==> config.mk <==
export PLATFORM = sky130hd
export DESIGN_NAME = serial_byte_receiver_flat
export DESIGN_NICKNAME = d
export VERILOG_FILES = /design/src/rtl/serial_byte_receiver_if.sv /design/src/rtl/serial_byte_receiver.sv /design/src/flat_wrapper.sv
export SDC_FILE = /design/constraint.sdc
export NUM_CORES = 1
export LEC_CHECK = 0
export CAP_MARGIN = 20
export CORE_ASPECT_RATIO = 1.4
export CORE_MARGIN = 1
export CORE_UTILIZATION = 35
export DETAILED_ROUTE_END_ITERATION = 8
export PLACE_DENSITY_LB_ADDON = 0.3
export SLEW_MARGIN = 25
export SYNTH_ARGS = -nofsm -noshare
export SYNTH_HDL_FRONTEND = slang
export SYNTH_SLANG_ARGS = --single-unit
==> constraint.sdc <==
create_clock -name clk -period 2.8 [get_ports clk]
set_input_delay 0.28 -clock clk [delete_from_list [all_inputs] [get_ports clk]]
set_output_delay 0.28 -clock clk [all_outputs]
set_load 0.05 [all_outputs]
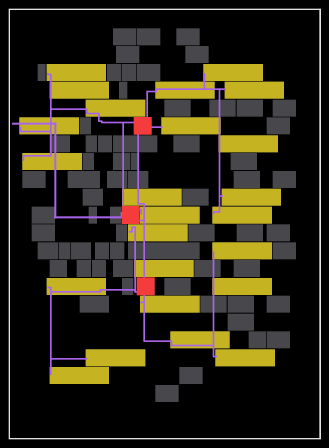
Fig. 1. Routed clock nets over the placement.
[clock-net drivers] red | count: 3
[flip-flops] yellow | count: 24
[clock wires] purple | length: 243 um
routed clock nets: 4
final clock skew: 0.00435 ns
Clock net power: 243 uW
worst skew pair latency: 0.31 ns
Clk pwr share: 0.227

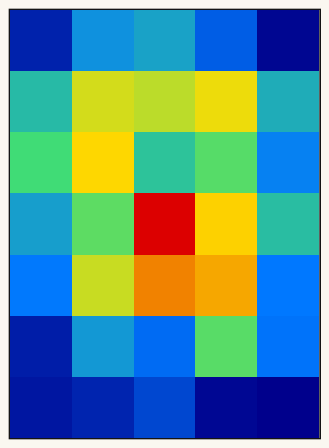
Fig. 2. Cell area per tile.
The die is cut into 5 by 7 equal tiles; dark blue is low, red is high, 0 to 100% covered.
densest ninth of the die: center
emptiest ninth of the die: south-west
mean over tiles: 40%
fullest tile: 100%
nearly empty tiles: 8.6%
tiles over 75% full: 14%
Initial Utilization: 0.375
final cell utilization of the core: 0.476
Core ar.: 2670 um2

==> datasheet_impl.txt <==
Physical implementation characteristics

Parameter                              Value

Logic synthesis
  Number of warnings issued by yosys    0
  Number of cells in Yosys stat    72
  Synthesized flop and latch total    24
  Number of distinct library cells after synthesis    29
  Net count after synthesis    80
  Cell area after synthesis    1000 um2

Global route
  Via count of the first global-routing pass    666
  Pin count of the biggest net entering global routing    25
  Global routing usage summed across all routing layers    0.134
  Wire length of the first global-routing pass    2970 um

STA
  Count of endpoints failing hold in the final timing report    0
  Setup repair after global routing missed its margin    no
  Max_slew headroom    0.666
  Shortest clock period the worst path allows after layout    1.83 ns
  Worst setup margin    0.969 ns
  Final count of negative-setup-slack endpoints    0
  Highest Clock Rate    546 MHz
  Summed negative setup slack over all endpoints    0 ns
  Final Max Slew Viols    0
  Share of the cycle needed by the critical path after routing    0.654

Worst setup path
  Family with the most delay on the worst path    simple AND/OR/NAND/NOR gates
  Category of the most critical setup path    reg -> reg
  Critical Path Source Type    register
  Required time at the worst-slack endpoint    3.00 ns
  Endpoint type of the worst setup path    register
  Reg2Reg Setup Slack    0.97 ns
  Library cell contributing the largest single delay on the critical path    sky130_fd_sc_hd__dfrtp_1
  Buf/Inv on CP    0
  Worst-path fanout max    8

Job
  Max-cap violations    0

Cells and area
  Number of inserted filler cells in the final layout    265
  Final cell count without fillers    128
  Top logic cells by instance count in the layout    sky130_fd_sc_hd__dfrtp_1 (24), sky130_fd_sc_hd__clkdlybuf4s50_1 (18), sky130_fd_sc_hd__mux2_2 (15)
  Seq. cell area    601 um2

Routing
  Antenna Nets Post-Route    0
  Final routed wirelength across all metal layers    1610 um
  Highest metal used    met4
  Mean routed wirelength per cell    12.6 um
  Initial DRC count    7
  Met2 Wirelength    869 um
  Routed metal-1 wire length    671 um
  Iteration tally of the first detailed-router pass    4
  DRC viols    0

Clocking
  Post-CTS setup buffers    0
  Clock sink count    24
  Clock buffer count from CTS    3
  Root cell of the clock tree    sky130_fd_sc_hd__clkbuf_4

Die
  Chip height    65.3 um
  Chip width    47.2 um
  Count of boundary I/O pins    19
  Floorplan die area    3080 um2

Power and ir drop
  Maximum ir drop on the vdd rail    0.000363 V
  Leakage power of the design    0.000544 uW

Outcome
  Result of the run    complete, no violations

Placement
  Placed Cells    124
==> area by class of cell <==
cell class / instances / area share
inverters: 2 / 0.00591
flip-flops and latches: 24 / 0.473
clock buffers: 3 / 0.0177
repair buffers: 19 / 0.148
multi-input cells: 43 / 0.297
clock inverters: 1 / 0.0236
well taps: 36 / 0.0355
==> where the power goes <==
part	total (uW)	switching (uW)	internal, uW	leakage (uW)
logic	348	203	145	0.000211
clock network	243	97.9	145	0.0000279
registers	479	52.1	427	0.000305
==> Yosys cell counts, drive strengths merged <==
cell	number	area share
a21oi	3	0.015
a31oi	1	0.0063
o22ai	1	0.0063
o41ai	1	0.0088
a41oi	1	0.0088
buf	2	0.012
clkbuf	1	0.0037
o21ai	4	0.024
nand4	1	0.0063
mux2	15	0.17
o31ai	1	0.0075
a22o	1	0.0088
nor2b	1	0.0063
o2bb2ai	1	0.0088
o21a	1	0.0075
ha	1	0.012
nand2	2	0.0075
nand3	1	0.0050
and3	1	0.0063
o22a	1	0.0088
nand2b	2	0.020
inv	2	0.0075
or2	1	0.0063
nor3b	1	0.019
nand4b	1	0.0088
dfrtp	24	0.60
==> per-stage QoR <==
stage	instance area (um2)	util
floorplan	1000	-
global placement	1220	0.456
detailed placement	1220	0.456
CTS	1270	0.476
global route	1270	0.476
finish	1270	0.476
==> logic make-up (layout without fill, tap and decap cells) <==
family	Yosys count	after routing	synth area share
buf+inv	5	25	0.0237
compound gates	16	16	0.110
flops	24	24	0.600
simple gates	11	11	0.0850
mux	15	15	0.169
fa+ha+maj	1	1	0.0125
==> per-layer routing <==
metal	vias up	track usage
li1	303	-
met1	307	0.174
met2	17	0.217
met3	2	0.0165
met4	0	0.0571
met5	-	0
Power is estimated from default activity; no workload was simulated.
